===== src/rtl/neuron_accumulator.sv =====
// Dot-product accumulator: loads a bias, sums NumInputs signed products, reports the sum and its sign.
// Build option NEURON_ACC_SATURATE_EN: clamp each add to the signed AccWidth range and flag overflow.
//
// state | meaning
// IDLE  | waiting for start; valid_in/product ignored
// ACCUM | adding each qualified product into the accumulator
// DONE  | one-cycle result strobe; sum/is_cat/overflow just updated
module neuron_accumulator #(
  parameter int PixelWidth  = 8,
  parameter int WeightWidth = 5,
  parameter int NumInputs   = 4096,
  parameter int AccWidth    = 32,
  localparam int ProdWidth  = 2 * (WeightWidth + PixelWidth) + 1
) (
  input  logic                       clk,
  input  logic                       rst,
  input  logic                       start,
  input  logic signed [AccWidth-1:0] bias,
  input  logic                       valid_in,
  input  logic signed [ProdWidth-1:0] product,
  output logic                       busy,
  output logic                       done,
  output logic signed [AccWidth-1:0] sum,
  output logic                       is_cat,
  output logic                       overflow
);

  localparam int CntWidth = $clog2(NumInputs);
  localparam logic [CntWidth-1:0] LastIdx = CntWidth'(NumInputs - 1);

  typedef enum logic [1:0] {S_IDLE, S_ACCUM, S_DONE} state_e;

  state_e                state_q, state_d;
  logic [AccWidth-1:0]   acc_q, acc_d;
  logic [CntWidth-1:0]   cnt_q, cnt_d;
  logic                  ovf_int_q, ovf_int_d;
  logic                  busy_q, busy_d;
  logic                  done_q, done_d;
  logic [AccWidth-1:0]   sum_q, sum_d;
  logic                  is_cat_q, is_cat_d;
  logic                  overflow_q, overflow_d;

  logic [AccWidth-1:0]   prod_ext;
  logic [AccWidth-1:0]   add_res;
  logic                  add_ovf;

  assign prod_ext = {{(AccWidth - ProdWidth){product[ProdWidth-1]}}, product};

`ifdef NEURON_ACC_SATURATE_EN
  // One guard bit exposes a signed overflow as a mismatch of the top two bits.
  logic [AccWidth:0] ext_sum;
  always_comb begin
    ext_sum = {acc_q[AccWidth-1], acc_q} + {prod_ext[AccWidth-1], prod_ext};
    add_ovf = ext_sum[AccWidth] ^ ext_sum[AccWidth-1];
    if (add_ovf) add_res = ext_sum[AccWidth] ? {1'b1, {(AccWidth-1){1'b0}}}
                                             : {1'b0, {(AccWidth-1){1'b1}}};
    else         add_res = ext_sum[AccWidth-1:0];
  end
`else
  always_comb begin
    add_res = acc_q + prod_ext;
    add_ovf = 1'b0;
  end
`endif

  always_comb begin
    state_d    = state_q;
    acc_d      = acc_q;
    cnt_d      = cnt_q;
    ovf_int_d  = ovf_int_q;
    busy_d     = busy_q;
    done_d     = 1'b0;
    sum_d      = sum_q;
    is_cat_d   = is_cat_q;
    overflow_d = overflow_q;
    case (state_q)
      S_IDLE: begin
        if (start) begin
          acc_d     = bias;
          cnt_d     = '0;
          ovf_int_d = 1'b0;
          busy_d    = 1'b1;
          state_d   = S_ACCUM;
        end
      end
      S_ACCUM: begin
        if (valid_in) begin
          acc_d     = add_res;
          ovf_int_d = ovf_int_q | add_ovf;
          if (cnt_q == LastIdx) begin
            // Publish the final add directly so outputs change together with done.
            state_d    = S_DONE;
            done_d     = 1'b1;
            sum_d      = add_res;
            is_cat_d   = ~add_res[AccWidth-1] & (|add_res);
            overflow_d = ovf_int_q | add_ovf;
          end else begin
            cnt_d = cnt_q + 1'b1;
          end
        end
      end
      S_DONE: begin
        busy_d  = 1'b0;
        state_d = S_IDLE;
      end
      default: begin
        busy_d  = 1'b0;
        state_d = S_IDLE;
      end
    endcase
  end

  always_ff @(posedge clk or negedge rst) begin
    if (!rst) begin
      state_q    <= S_IDLE;
      acc_q      <= '0;
      cnt_q      <= '0;
      ovf_int_q  <= 1'b0;
      busy_q     <= 1'b0;
      done_q     <= 1'b0;
      sum_q      <= '0;
      is_cat_q   <= 1'b0;
      overflow_q <= 1'b0;
    end else begin
      state_q    <= state_d;
      acc_q      <= acc_d;
      cnt_q      <= cnt_d;
      ovf_int_q  <= ovf_int_d;
      busy_q     <= busy_d;
      done_q     <= done_d;
      sum_q      <= sum_d;
      is_cat_q   <= is_cat_d;
      overflow_q <= overflow_d;
    end
  end

  assign busy     = busy_q;
  assign done     = done_q;
  assign sum      = sum_q;
  assign is_cat   = is_cat_q;
  assign overflow = overflow_q;

endmodule


===== config.mk =====
export PLATFORM = sky130hd
export DESIGN_NAME = neuron_accumulator
export DESIGN_NICKNAME = d
export VERILOG_FILES = /design/src/rtl/neuron_accumulator.sv
export SDC_FILE = /design/constraint.sdc
export NUM_CORES = 1
export LEC_CHECK = 0
export CORE_ASPECT_RATIO = 1.25
export CORE_MARGIN = 3
export CORE_UTILIZATION = 51
export CTS_CLUSTER_DIAMETER = 100
export CTS_CLUSTER_SIZE = 8
export DETAILED_ROUTE_END_ITERATION = 6
export HOLD_SLACK_MARGIN = 0.08
export PLACE_DENSITY = 0.78
export SETUP_SLACK_MARGIN = 0.1
export SYNTH_ARGS = -nofsm -noshare
export SYNTH_HDL_FRONTEND = slang
export SYNTH_SLANG_ARGS = --single-unit

===== constraint.sdc =====
create_clock -name clk -period 4.2 [get_ports clk]
set_clock_uncertainty 0.05 [all_clocks]
set_input_delay 0.42 -clock clk [delete_from_list [all_inputs] [get_ports clk]]
set_output_delay 0.42 -clock clk [all_outputs]
set_load 0.1 [all_outputs]

==> run summary <==
Outcome -> finished clean
Clock tree from TritonCTS -> done
Die Width -> 96.8 um
Initial antenna violation count -> 0
Maximum number of pins on one net before global-route repair -> 82
Number of antenna cells inserted -> 0
Largest buffer count on any clock path -> 2
Share of final-layout standard cells stronger than drive strength 1 -> 4.48%
Switching portion of total power -> 46.1%
Seq share, synth -> 38.6%
Final worst hold slack -> 0.187 ns
Syn-to-layout area delta -> 26.0%
Global-route wire length before repair -> 25.4 mm
Main power-consuming group -> combinational cells
Power density over the cells -> 661 nW/um2
Setup repair after global routing missed its margin -> false
Cell with the most instances after synthesis -> nand2_1
Global-route track usage on met1 -> 34.8%
Number of buffers created by CTS -> 9
Worst R2R Start -> acc_q[0]$_DFFE_PN0P_
Initial Util -> 53.5%
Power dissipated by switching net loads -> 2.01 mW
Setup violations, final -> 0
FF-to-FF setup slack -> 0.91 ns
Clock group share of total power -> 18.5%
Floorplan die area -> 11600 um2
Top fanout value on the critical path -> 5
Gate family responsible for the most delay along the worst path -> AND-OR/OR-AND gates
Height of the chip -> 119 um
Sum of overflow across all layers after global routing -> 0
Count of yosys warnings during synthesis -> 0
Most utilized layer in the global route result -> met2
TritonRoute pass-1 iters -> 7
Chip area estimate from yosys synthesis -> 5250 um2
Met2 Usage GRT -> 46.6%
R2r endpoint -> is_cat$_DFFE_PN0P_
Average detailed-routed wire length per instance -> 18.1 um
Series of cell instances along the critical path -> clkdlybuf4s50_1 -> ha_1 -> fa_1 -> a21oi_1 -> o21ai_0 -> and3_1 -> a211oi_2 -> o21a_1 -> xor2_1 -> and4_1 -> nor4bb_1 -> and4b_1 -> a31oi_1
Internal power -> 2.36 mW
DRC viols -> 0
Clock group total power -> 811 uW
Seq. pwr -> 1.09 mW
Overall routing resource usage -> 27.1%
Final cycle utilization of the critical path -> 81.6%
Leakage power -> 2.99 nW
Netlist area before placement -> 5250 um2
Number of nets at floorplan -> 741
Final HPWL DP -> 11.5 mm
Worst slack at placement -> 0.453 ns
Number of maximum-capacitance constraint violations -> 0
Count of cells resized by post-cts repair -> 0
Combinational power -> 2.48 mW
Count of nets after finishing -> 827
Critical Path Stages -> 13
Per-instance average area after synthesis -> 8.14 um2
Final-report max-slew violation count -> 0
Worst IR drop on VDD -> 0.000385 V
Number of standard cells after synthesis -> 645
Worst setup SP type -> primary input
Worst setup slack after layout -> 0.774 ns
Most common library cells after synthesis -> 139 x nand2_1, 81 x dfrtp_1, 61 x nor2_1
Rows -> 40
Setup Total Neg Slack -> 0 ns
TritonCTS sink count -> 81
Max Freq -> 292 MHz
Part of the power in registers -> 24.8%
Clock-pin slew on the worst setup and hold paths -> 0.07 ns
Synth area leaders -> dfrtp_1 39%, nand2_1 9.9%, ha_1 7.6%, a21oi_1 5.2%, o21ai_0 4.9%
Post-synth EDFFs -> 0
Post-synthesis async set-or-reset flop share -> 100%
Critical path capture point type -> register
FF+latch count, synth -> 81
Type of the worst setup path -> in -> reg
Final estimated routing congestion in global placement -> 0.981
Overall routed net length -> 15.6 mm
Final worst path period need -> 3.43 ns
Worst slew margin relative to its limit -> 17.3%
Number of H-tree levels -> 3
OpenROAD warning count -> 26
Number of global-route vias before repair -> 5094
Detail Route Antenna Nets -> 0
Dpl cells -> 846
Met3 GRT Util -> 2.58%
Largest stage delay on the critical path -> 0.42 ns
Fraction of synthesized cell area taken by the top area cell type -> 38.6%
## through the flow
stage          instance area, um2  total power, mW  utilization [%]
2_1_floorplan                5250             2.82                -
3_3_place_gp                 6320             3.45             64.5
3_5_place_dp                 6320             3.51             64.5
4_1_cts                      6620             4.34             67.5
5_1_grt                      6620             4.69             67.5
6_report                     6620             4.37             67.5
## final cells by class
type                       instances  area (um2)
sequential                        81        2030
timing repair buffer             107        1040
inverter                          11        41.3
clock inverter                     5        63.8
multi-input combinational        521        3050
tap                              126         158
fill                             831        3190
clock buffer                      11         233
## state kept, by name, indices dropped and copies added, names as in the netlist
register  flops
done          1
acc_q        32
state_q       2
sum          32
cnt_q        12
busy          1
is_cat        1
## cell families after synthesis
logic type,Yosys count,synth area share [%]
AOI/OAI and AO/OA,181,20.7
xor gates and xnor gates,35,5.84
adders and majority gates,33,8.00
buffers and inverters,43,3.43
DFF,81,38.6
muxes,5,0.953
other,1,0.0714
and+or+nand+nor,266,22.5
## per-layer routing
metal	vias to the layer above	routed length [um]
met2	197	7850
met4	0	484
met5	-	0
met1	2456	6340
li1	2445	-
met3	40	919
## worst max-delay path by stage
stage,startpoint,to
detailed placement,product[0],is_cat$_DFFE_PN0P_
floorplan,product[0],is_cat$_DFFE_PN0P_
global route,product[0],is_cat$_DFFE_PN0P_
CTS,product[0],is_cat$_DFFE_PN0P_
finish,product[0],is_cat$_DFFE_PN0P_
global placement,product[12],is_cat$_DFFE_PN0P_
## placed cells by master (no fill, tap or decap), types with 12 or more instances in the layout
cell,Yosys,routed
xnor2_1,16,16
clkdlybuf4s50_1,0,96
a21o_1,15,15
ha_1,32,32
nand2_1,139,139
a31oi_1,18,18
nand4_1,12,12
nor2_1,61,61
a21oi_1,55,54
xor2_1,19,19
dfrtp_1,81,81
o21ai_0,51,51
Fig. 1: drive-strength map
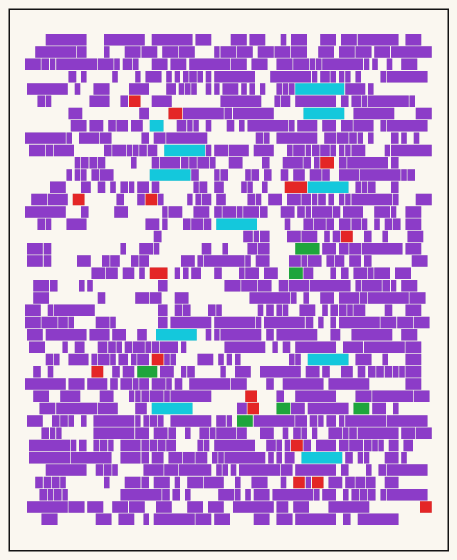
Red is drive 3 to 4, cells 16, most used buf_4. Cyan is drive 6 and up, cells 11, most used clkbuf_16. Purple is drive 1 or less, cells 703, most used nand2_1. Green is drive 2, cells 6.

Fig. 2: routed metal, one colour a layer
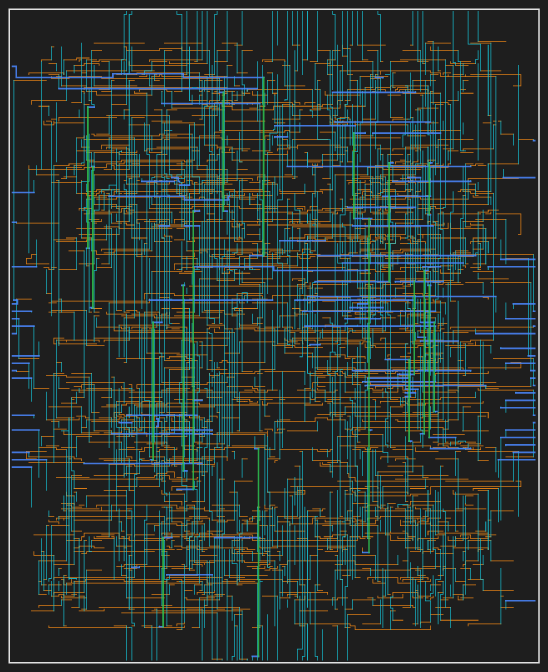
Blue is met3, wire length 919 um. Orange is met1, wire length 6340 um. Cyan is met2, wire length 7850 um. Green is met4, wire length 485 um.

Fig. 3: cell classes on the final placement
Fill, decap, tap and diode cells in grey.
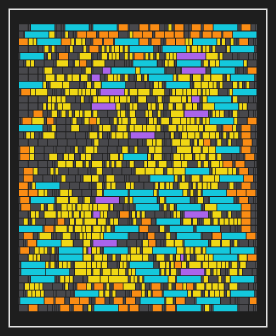
Yellow is all other logic, cells 532. Orange is other buffers and delay cells, cells 107. Cyan is flip-flops, cells 81. Purple is clock drivers and dummy loads, cells 16.

Fig. 4: wires at chosen ports, followed through buffers
Bar = 20 um.
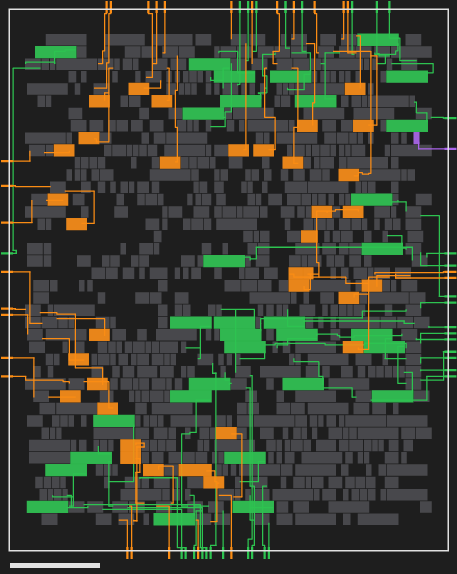
Orange is product, bits 27, direction input, end cells 35, buffers 27, wire 797 um. Green is sum, bits 32, direction output, end cells 32, buffers 32, wire 1070 um. Purple is overflow, bits 1, direction output, end cells 1, buffers 0, wire 7.30 um.

No activity file was given, so power comes from the tool's default toggle rates.
